[config.mk]
export PLATFORM = sky130hd
export DESIGN_NAME = fft_ctrl_flat
export DESIGN_NICKNAME = d
export VERILOG_FILES = /design/src/rtl/fft_ctrl_if.sv /design/src/rtl/fft_ctrl.sv /design/src/flat_wrapper.sv
export SDC_FILE = /design/constraint.sdc
export NUM_CORES = 1
export LEC_CHECK = 0
export ABC_AREA = 0
export CORE_MARGIN = 1
export CORE_UTILIZATION = 43
export CTS_BUF_LIST = sky130_fd_sc_hd__clkbuf_16
export CTS_CLUSTER_SIZE = 14
export DETAILED_ROUTE_END_ITERATION = 10
export PLACE_DENSITY = 0.8
export SYNTH_ARGS = -nofsm -noshare
export SYNTH_HDL_FRONTEND = slang
export SYNTH_SLANG_ARGS = --single-unit
[constraint.sdc]
create_clock -name i_CLK -period 1.95 [get_ports i_CLK]
set_input_delay 0.39 -clock i_CLK [delete_from_list [all_inputs] [get_ports i_CLK]]
set_output_delay 0.39 -clock i_CLK [all_outputs]
set_load 0.01 [all_outputs]
[src/rtl/fft_ctrl_if.sv]
// fft_ctrl_if -- bundle between the FFT sequencing controller and the rest
// of the system (start/done handshake plus the pipeline read/write controls).
//
// Signals (directions as seen by the controller):
//   i_start     in   start request, sampled only while the controller is idle
//   o_busy      out  high whenever a transform is in progress
//   o_done      out  one-cycle completion pulse
//   o_rd_en     out  read-address pair valid
//   o_rdaddr_A  out  butterfly top address
//   o_rdaddr_B  out  butterfly bottom address
//   o_wr_en     out  pipeline write strobe (o_rd_en delayed by the pipe latency)
//   o_span      out  one-hot butterfly span of the current stage
//
// Modports: master = controller side, slave = system/pipeline side.
interface fft_ctrl_if #(
    parameter int ADDR_SIZE = 5
);
    logic                 i_start;
    logic                 o_busy;
    logic                 o_done;
    logic                 o_rd_en;
    logic [ADDR_SIZE-1:0] o_rdaddr_A;
    logic [ADDR_SIZE-1:0] o_rdaddr_B;
    logic                 o_wr_en;
    logic [ADDR_SIZE-1:0] o_span;

    modport master (
        input  i_start,
        output o_busy, o_done, o_rd_en, o_rdaddr_A, o_rdaddr_B, o_wr_en, o_span
    );

    modport slave (
        output i_start,
        input  o_busy, o_done, o_rd_en, o_rdaddr_A, o_rdaddr_B, o_wr_en, o_span
    );
endinterface

[src/rtl/fft_ctrl.sv]
// fft_ctrl -- sequencing controller for a radix-2 FFT butterfly pipeline.
// Walks ADDR_SIZE stages; each stage issues N/2 butterfly read-address pairs
// (one per cycle) and then waits PIPE_LAT drain cycles so the last write of
// the stage lands before the next stage reads. The write enable is the read
// enable delayed by PIPE_LAT cycles.
//
// Ports:
//   i_CLK  clock, rising edge
//   i_RST  asynchronous active-low reset
//   bus    fft_ctrl_if.master: i_start in; o_busy, o_done, o_rd_en,
//          o_rdaddr_A, o_rdaddr_B, o_wr_en, o_span out
//
// Requires ADDR_SIZE >= 2 and PIPE_LAT >= 1.
module fft_ctrl #(
    parameter int ADDR_SIZE = 5,
    parameter int PIPE_LAT  = 2
) (
    input  logic          i_CLK,
    input  logic          i_RST,
    fft_ctrl_if.master    bus
);
    localparam int KW = ADDR_SIZE - 1;                 // k counts N/2 butterflies
    localparam int SW = $clog2(ADDR_SIZE + 1);
    localparam int DW = (PIPE_LAT > 1) ? $clog2(PIPE_LAT) : 1;

    localparam logic [1:0] S_IDLE  = 2'd0;
    localparam logic [1:0] S_ISSUE = 2'd1;
    localparam logic [1:0] S_DRAIN = 2'd2;
    localparam logic [1:0] S_DONE  = 2'd3;

    logic [1:0]          state_q, state_d;
    logic [KW-1:0]       k_q, k_d;
    logic [SW-1:0]       stage_q, stage_d;
    logic [DW-1:0]       drain_q, drain_d;
    logic [PIPE_LAT-1:0] wr_pipe_q, wr_pipe_d;

    logic                 rd_en;
    logic                 last_k, last_stage, last_drain;
    logic [ADDR_SIZE-1:0] k_ext, span, low_mask, addr_a, addr_b;

    assign rd_en      = (state_q == S_ISSUE);
    assign last_k     = &k_q;
    assign last_stage = (stage_q == SW'(ADDR_SIZE - 1));
    assign last_drain = (drain_q == DW'(PIPE_LAT - 1));

    // Butterfly addressing: insert a 0 at bit position 'stage' of k for the
    // top address; the bottom address sets that bit.
    assign k_ext    = {1'b0, k_q};
    assign span     = ADDR_SIZE'(1) << stage_q;
    assign low_mask = span - ADDR_SIZE'(1);
    assign addr_a   = ((k_ext & ~low_mask) << 1) | (k_ext & low_mask);
    assign addr_b   = addr_a | span;

    always_comb begin
        state_d = state_q;
        k_d     = k_q;
        stage_d = stage_q;
        drain_d = drain_q;
        case (state_q)
            S_IDLE: begin
                if (bus.i_start) begin
                    state_d = S_ISSUE;
                    k_d     = '0;
                    stage_d = '0;
                end
            end
            S_ISSUE: begin
                k_d = k_q + KW'(1);                     // wraps to 0 after N/2-1
                if (last_k) begin
                    state_d = S_DRAIN;
                    drain_d = '0;
                end
            end
            S_DRAIN: begin
                drain_d = drain_q + DW'(1);
                if (last_drain) begin
                    drain_d = '0;
                    if (last_stage) begin
                        state_d = S_DONE;
                    end else begin
                        state_d = S_ISSUE;
                        stage_d = stage_q + SW'(1);
                    end
                end
            end
            default: begin                              // S_DONE
                state_d = S_IDLE;
                stage_d = '0;
            end
        endcase
    end

    // Write-enable delay line; runs in every state so writes of the last
    // stage still emerge during DRAIN.
    genvar gi;
    generate
        for (gi = 0; gi < PIPE_LAT; gi++) begin : g_wr_pipe
            if (gi == 0) begin : g_head
                assign wr_pipe_d[gi] = rd_en;
            end else begin : g_tail
                assign wr_pipe_d[gi] = wr_pipe_q[gi-1];
            end
        end
    endgenerate

    always_ff @(posedge i_CLK or negedge i_RST) begin
        if (!i_RST) begin
            state_q   <= S_IDLE;
            k_q       <= '0;
            stage_q   <= '0;
            drain_q   <= '0;
            wr_pipe_q <= '0;
        end else begin
            state_q   <= state_d;
            k_q       <= k_d;
            stage_q   <= stage_d;
            drain_q   <= drain_d;
            wr_pipe_q <= wr_pipe_d;
        end
    end

    assign bus.o_busy     = (state_q != S_IDLE);
    assign bus.o_done     = (state_q == S_DONE);
    assign bus.o_rd_en    = rd_en;
    assign bus.o_rdaddr_A = rd_en ? addr_a : '0;
    assign bus.o_rdaddr_B = rd_en ? addr_b : '0;
    assign bus.o_wr_en    = wr_pipe_q[PIPE_LAT-1];
    assign bus.o_span     = span;
endmodule

[src/flat_wrapper.sv]
// flat-port wrapper written by rule: the top's interface ports become plain ports
module fft_ctrl_flat 
#(
    parameter int ADDR_SIZE = 5,
    parameter int PIPE_LAT  = 2
)
  (i_CLK, i_RST, bus_i_start, bus_o_busy, bus_o_done, bus_o_rd_en, bus_o_rdaddr_A, bus_o_rdaddr_B, bus_o_wr_en, bus_o_span);
  fft_ctrl_if #(.ADDR_SIZE(ADDR_SIZE)) bus_i ();
  input  logic i_CLK;
  input  logic i_RST;
  input wire logic [$bits(bus_i.i_start)-1:0] bus_i_start;
  output wire logic [$bits(bus_i.o_busy)-1:0] bus_o_busy;
  output wire logic [$bits(bus_i.o_done)-1:0] bus_o_done;
  output wire logic [$bits(bus_i.o_rd_en)-1:0] bus_o_rd_en;
  output wire logic [$bits(bus_i.o_rdaddr_A)-1:0] bus_o_rdaddr_A;
  output wire logic [$bits(bus_i.o_rdaddr_B)-1:0] bus_o_rdaddr_B;
  output wire logic [$bits(bus_i.o_wr_en)-1:0] bus_o_wr_en;
  output wire logic [$bits(bus_i.o_span)-1:0] bus_o_span;
  assign bus_i.i_start = bus_i_start;
  assign bus_o_busy = bus_i.o_busy;
  assign bus_o_done = bus_i.o_done;
  assign bus_o_rd_en = bus_i.o_rd_en;
  assign bus_o_rdaddr_A = bus_i.o_rdaddr_A;
  assign bus_o_rdaddr_B = bus_i.o_rdaddr_B;
  assign bus_o_wr_en = bus_i.o_wr_en;
  assign bus_o_span = bus_i.o_span;
  fft_ctrl #(.ADDR_SIZE(ADDR_SIZE), .PIPE_LAT(PIPE_LAT)) u_core (.i_CLK(i_CLK), .i_RST(i_RST), .bus(bus_i));
endmodule
==> impl_metrics.json, run 1 <==
{
  "worst-path-stages": 9,
  "largest_class": "logic gates",
  "final_nets": 158,
  "top_power_group": "the clock network",
  "worstReg2RegStart": "u_core.stage_q[0]$_DFFE_PN0P_",
  "seqPwrFrac_pct": 39.6,
  "p_sw_uw": 108,
  "ant_nets": 0,
  "violations": "setup timing",
  "rrSetupSlack_ps": 420,
  "regMostFlops": "u_core.k_q",
  "cp-start-kind": "flop",
  "clock.fmax_mhz": 455,
  "reg_top3": "u_core.k_q x4, u_core.stage_q x3",
  "required_ps": 1560,
  "synth.distinct_cells": 34,
  "status": "complete, but fails checks",
  "combPwrFrac_pct": 1.5,
  "n_all_inverters": 9,
  "p_leak_nw": 0.662,
  "critPathBufInv": 4,
  "place_congestion": 0.827,
  "grt_pass1_wl_um": 4060,
  "finalSetupViolations": 8,
  "gr-total-overflow": 0,
  "numSynthFlops": 12,
  "final.fill_count": 118,
  "final-clk-cell-share_pct": 5.53,
  "top_cell_area_share_pct": 34.5,
  "areaGrowthSynthToFinish_pct": 63.9,
  "syn_area_per_cell_um2": 8.44,
  "critical-path-top-delay-family": "buffers and inverters",
  "pwr-share-clk_pct": 58.9,
  "switching_share_pct": 17.1,
  "viasPerCell": 5.49,
  "cp_slowest_stage_delay_ps": 370,
  "setup_ws_ps": -246,
  "area.sequential_um2": 302,
  "finalHoldViolCount": 0,
  "r2r_end": "u_core.stage_q[1]$_DFFE_PN0P_",
  "clock_path_buffers": 2,
  "lay_top_count": "buf_4",
  "final_area_um2": 1430,
  "critPathArrivalTime_ps": 1810,
  "pg_comb_uw": 9.57,
  "crit_chain": "inv_2 > ha_4 > buf_6 > nor3_4 > nor2_2 > xnor2_2 > buf_4 > o22ai_2 > buf_2",
  "finalSetupTns_ps": -1320,
  "antenna_found_initial": 0,
  "syn_area_um2": 870,
  "first_pass_iters": 4
}
==> run 1: cells by family after synthesis <==
logic type / share of synthesized area (%)
xor+xnor: 3.02
simple gates: 23.5
flops: 34.5
mux: 3.45
compound gates: 17.8
fa+ha+maj: 10.1
buf+inv: 7.63
==> run 1: layer usage <==
layer	share of wire, %	GRT usage (%)	up-vias
li1	-	-	432
met1	41	29.9	461
met2	51	46.9	37
met3	3.9	5.00	15
met4	4.5	19.4	0
met5	0	0	-
==> run 1: per-stage QoR <==
stage / total power, mW / cells
floorplan: 0.254 / 103
global placement: 0.263 / 163
detailed placement: 0.263 / 163
CTS: 0.632 / 169
global route: 0.651 / 172
finish: 0.632 / 172
Run 1, M1 wires:
Scale bar: 10 um. Supply wires on this layer in grey.
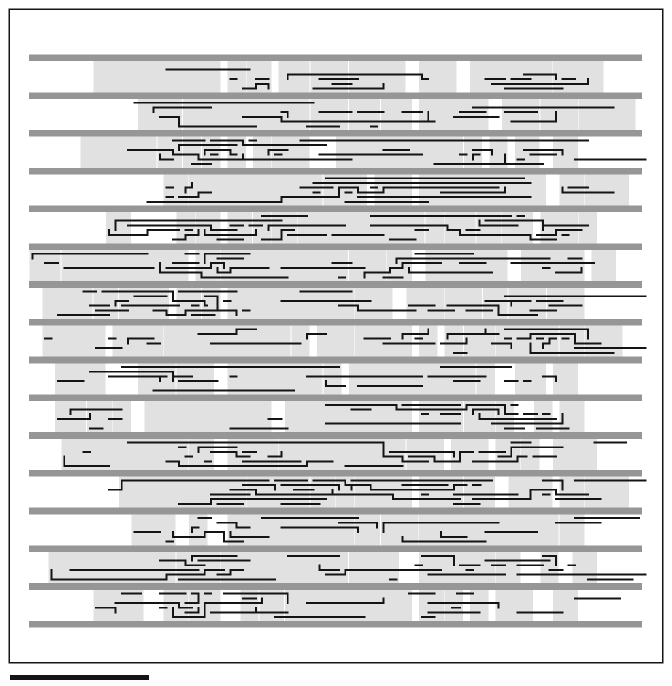
- main direction: horizontal
- longest straight run: 20.7 um
- share of all routed wire: 41%
- nets with wire on the layer: 139
- wire length on this layer: 1210 um
GRT met1 Usage: 29.9%
Total Wirelength: 2950 um

Run 1, wiring by layer:
Only two layers are drawn.
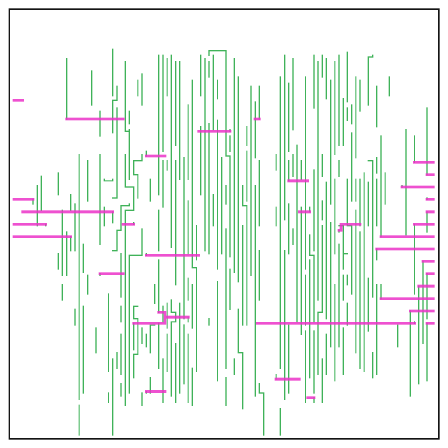
- magenta: metal 3 (wire length 115 um)
- green: metal 2 (wire length 1490 um)
detailed-route via count: 945
wire per inst: 17.1 um
Total GRT Usage: 27.2%

Run 1, wires at chosen ports, followed through buffers:
Scale bar: 10 um.
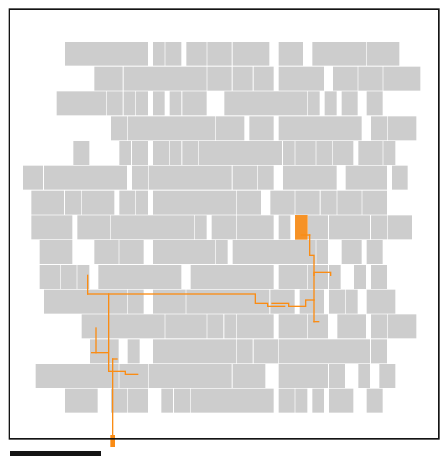
- orange: bus_o_rd_en (direction output; edge south; end cells 1; buffers 2; wire 70.0 um)
I/O pins: 22
tally of buffers added on design ports: 21

Run 1, sequential cells grouped by signal name:
Scale bar: 10 um. Other sequential cells in the stronger grey, the rest of the logic in the fainter grey.
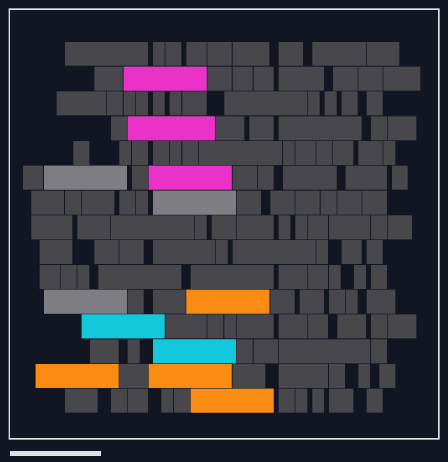

--- run 2 (diff from run 1) ---
Settings changed: PLACE_DENSITY 0.8 to unset, PLACE_DENSITY_LB_ADDON set to 0.05.
Run 2, sequential cells grouped by signal name:
Scale bar: 10 um. Other sequential cells in the stronger grey, the rest of the logic in the fainter grey.
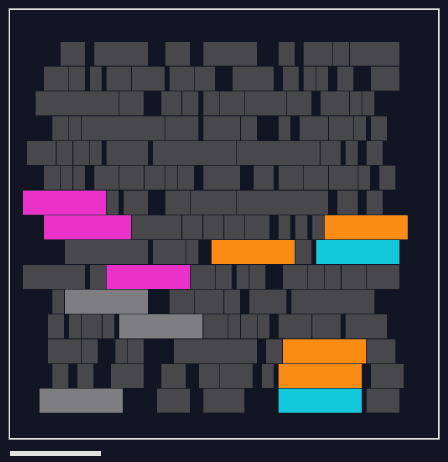
- orange: u_core.k_q (sequential cells 4)
- cyan: u_core.wr_pipe_q (sequential cells 2)
- magenta: u_core.stage_q (sequential cells 3)
post-layout util: 78.1%
register area: 302 um^2
Seq/total area: 21.4%

Run 2, M1 wires:
Scale bar: 10 um. Supply wires on this layer in grey.
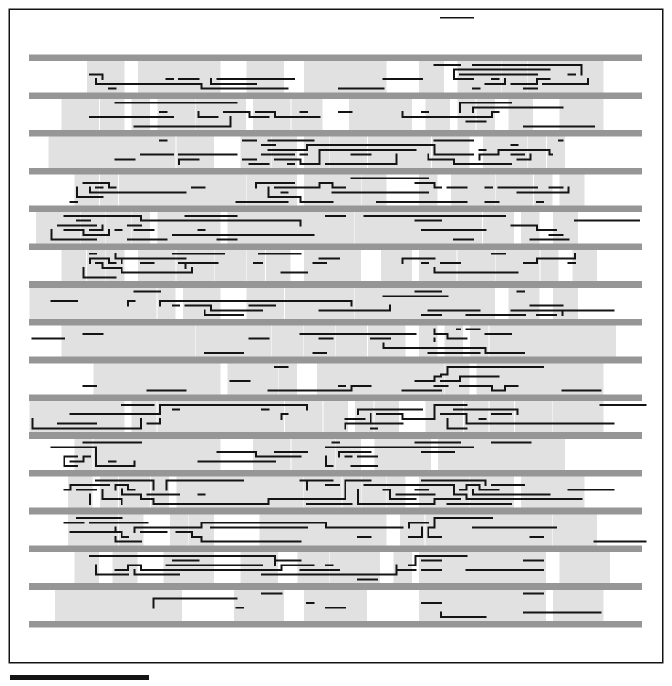
- share of all routed wire: 40%
- wire length on this layer: 968 um
- longest straight run: 13.8 um
Total Wirelength: 2410 um
detailed-route via count: 888
GRT met1 Usage: 29.4%

==> run 2 against run 1 <==
  * The flow still finishes with violations (setup timing)
  * Combinational power decreased by 0.5%
  * Critical path type unchanged
  * Synthesized area unchanged
  * Synthesized cell count unchanged
  * Final area decreased by 1.3%
  * Largest power group unchanged
==> impl_metrics.json, run 2 <==
{
  "synth-compound-area-share_pct": 17.8,
  "first_pass_iters": 4,
  "grt_pass1_wl_um": 3540,
  "status": "complete, but fails checks",
  "critical-path-top-delay-family": "flip-flops",
  "antenna_found_initial": 0,
  "setup_ws_ps": -208,
  "total_power_uw": 622,
  "finalSetupViolations": 8,
  "simple_gate_area_share_pct": 23.5,
  "clock.fmax_mhz": 463,
  "cp-start-kind": "flop",
  "syn_area_um2": 870,
  "post_layout_nonfiller_instances": 170,
  "finalSetupTns_ps": -1200,
  "wl_per_cell_um": 14.2,
  "reg_top3": "u_core.k_q x4, u_core.stage_q x3",
  "fa_ha_area_share_pct": 10.1,
  "violations": "setup timing",
  "top_cell_area_share_pct": 34.5,
  "viasPerCell": 5.22,
  "place_congestion": 0.776
}
## run 2: per-layer routing
metal  part of all wire [%]  vias to the layer above  GRT usage (%)
met2                     54                       20           40.0
met4                   0.58                        0           5.14
met1                     40                      433           29.4
met5                      0                        -              0
met3                    4.9                        2           6.92
li1                       -                      433              -
## run 2: layout make-up
cell class | instances | share of cell area, %
Sequential cell | 12 | 21.4
Clock buffer | 3 | 5.34
Tap cell | 25 | 2.22
Multi-Input combinational cell | 78 | 45.5
Inverter | 9 | 2.58
Timing Repair Buffer | 43 | 23.0
## run 2: what timing repair did
| item | CTS | global route |
|---|---|---|
| cloned | 0 | 0 |
| gates resized | 64 | 15 |
| endpoints found under the setup margin | 16 | 14 |
| pin swaps | 5 | 8 |
| setup buffers | 1 | 3 |
| hold endpoints to repair | 0 | 0 |
Run 2, wires at chosen ports, followed through buffers:
Scale bar: 10 um.
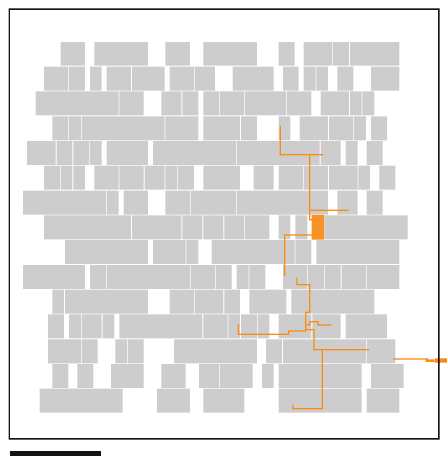

--- run 3 (diff from run 2) ---
Settings changed: CORE_UTILIZATION 43 to 51.
Clock period 1.95 ns to 2.8 ns, I/O delays scaled along.
Run 3, wires at chosen ports, followed through buffers:
Scale bar: 10 um.
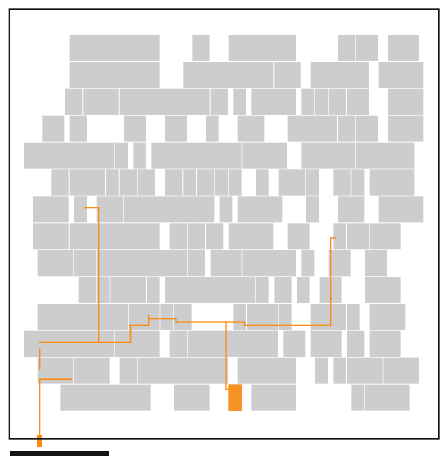
- orange: bus_o_rd_en (direction output; edge south; end cells 1; buffers 1; wire 75.8 um)

==> run 3 against run 2 <==
  * Critical endpoint is now bus_o_rdaddr_B[3]
  * Non-clock buffer count decreased by 19
  * Worst hold slack got worse by 10 ps
  * Combinational power decreased by 31%
  * Wire length decreased by 20%
  * Clock skew increased by 1.8 ps
  * Power decreased by 31%
  * Synthesized area unchanged
  * Largest power group unchanged
  * The run now ends clean
  * Largest cell class unchanged
==> impl_metrics.json, run 3 <==
{
  "total_power_uw": 431,
  "synth-xor-area-share_pct": 3.02,
  "cp-start-kind": "flop",
  "pwr-share-clk_pct": 58.0,
  "finalSetupViolations": 0,
  "crit_chain": "inv_1 > ha_2 > nand2_1 > ha_2 > xnor2_2 > nand2_1 > a31oi_1 > dlygate4sd2_1",
  "wl_per_cell_um": 13.6,
  "clock.fmax_mhz": 384,
  "top_layer": "met4",
  "post_cts_buffers": 1,
  "core-area_um2": 1540,
  "drv_cap": 0,
  "slowest_stage": "dfrtp_1",
  "cts_tree": "done",
  "met2_usage_pct": 42.1,
  "drt-met1-wl_um": 814,
  "critical-path-top-delay-family": "adder cells",
  "seqPwrFrac_pct": 40.4,
  "finalSetupTns_ps": 0,
  "first_pass_iters": 2,
  "use_met3_pct": 0.426,
  "simple_gate_area_share_pct": 23.5,
  "syn_area_um2": 870,
  "hold-path-cell-count": 0,
  "edf_count": 0,
  "wl_met3_um": 63,
  "antenna_found_initial": 0,
  "final.fill_count": 112,
  "cts_resized": 6,
  "status": "completed",
  "post_layout_nonfiller_instances": 142,
  "busiest_layer": "met2",
  "synth-compound-area-share_pct": 17.8,
  "fa_ha_area_share_pct": 10.1,
  "wl_met2_um": 1010,
  "layout_worst_path_cycle_share_pct": 93.1,
  "top_cell_area_share_pct": 34.5,
  "ir_drop_uv": 367,
  "reg_top3": "u_core.k_q x4, u_core.stage_q x3",
  "min_path_type": "reg -> reg",
  "dpl-instance-area_um2": 1080,
  "grt_pass1_wl_um": 3360,
  "yosys-stat-cells": 103,
  "top_power_group": "the clock network",
  "place_congestion": 0.786,
  "setup_ws_ps": 194,
  "p_seq_uw": 174,
  "viasPerCell": 5.58,
  "regMostFlops": "u_core.k_q"
}
Run 3, M1 wires:
Scale bar: 10 um. Supply wires on this layer in grey.
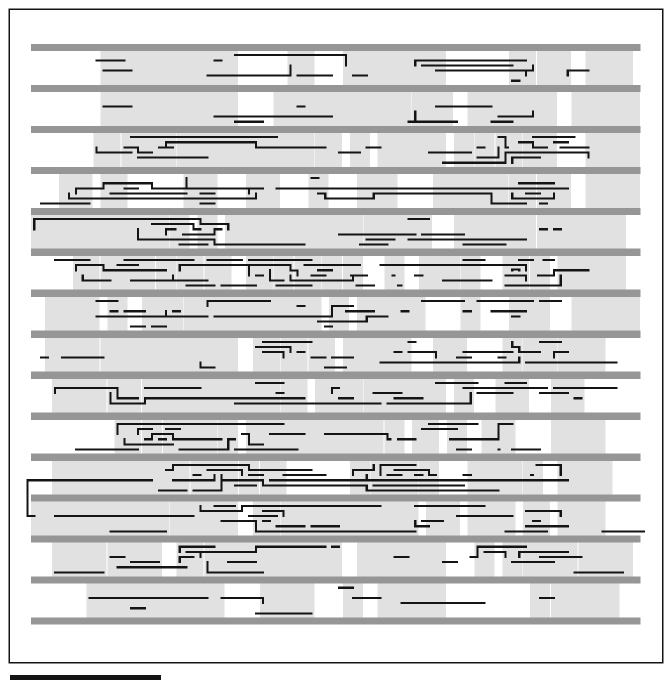
- share of all routed wire: 42%
- nets with wire on the layer: 115
- main direction: horizontal
- longest straight run: 19.8 um
GRT met1 Usage: 29.7%
detailed-route via count: 793
Total Wirelength: 1930 um

## run 3: cell counts after synthesis
No cell type changed its count.
## run 3: area by class of cell
class | count | area (um^2) | share of cell area, %
clock buffers | 3 | 75.1 | 6.26
inverters | 9 | 33.8 | 2.82
multi-input cells | 78 | 529 | 44.1
flip-flops and latches | 12 | 300 | 25.0
well taps | 16 | 20.0 | 1.67
repair buffers | 24 | 241 | 20.1
## run 3: logic make-up (layout without fill, tap and decap cells)
group,after synthesis,in the layout
AOI/OAI and AO/OA,25,25
adders and majority gates,7,7
and+or+nand+nor,40,40
muxes,3,3
xor gates and xnor gates,3,3
DFF,12,12
buffers and inverters,13,36
## run 3: through the flow
stage               utilization, %  hold slack, ps
finish                        77.8             353
global route                  77.8             367
global placement              70.2             338
CTS                           76.1             355
detailed placement            70.2             346
floorplan                        -             264
Power figures rest on the tool's default switching activity, not on a simulated workload.
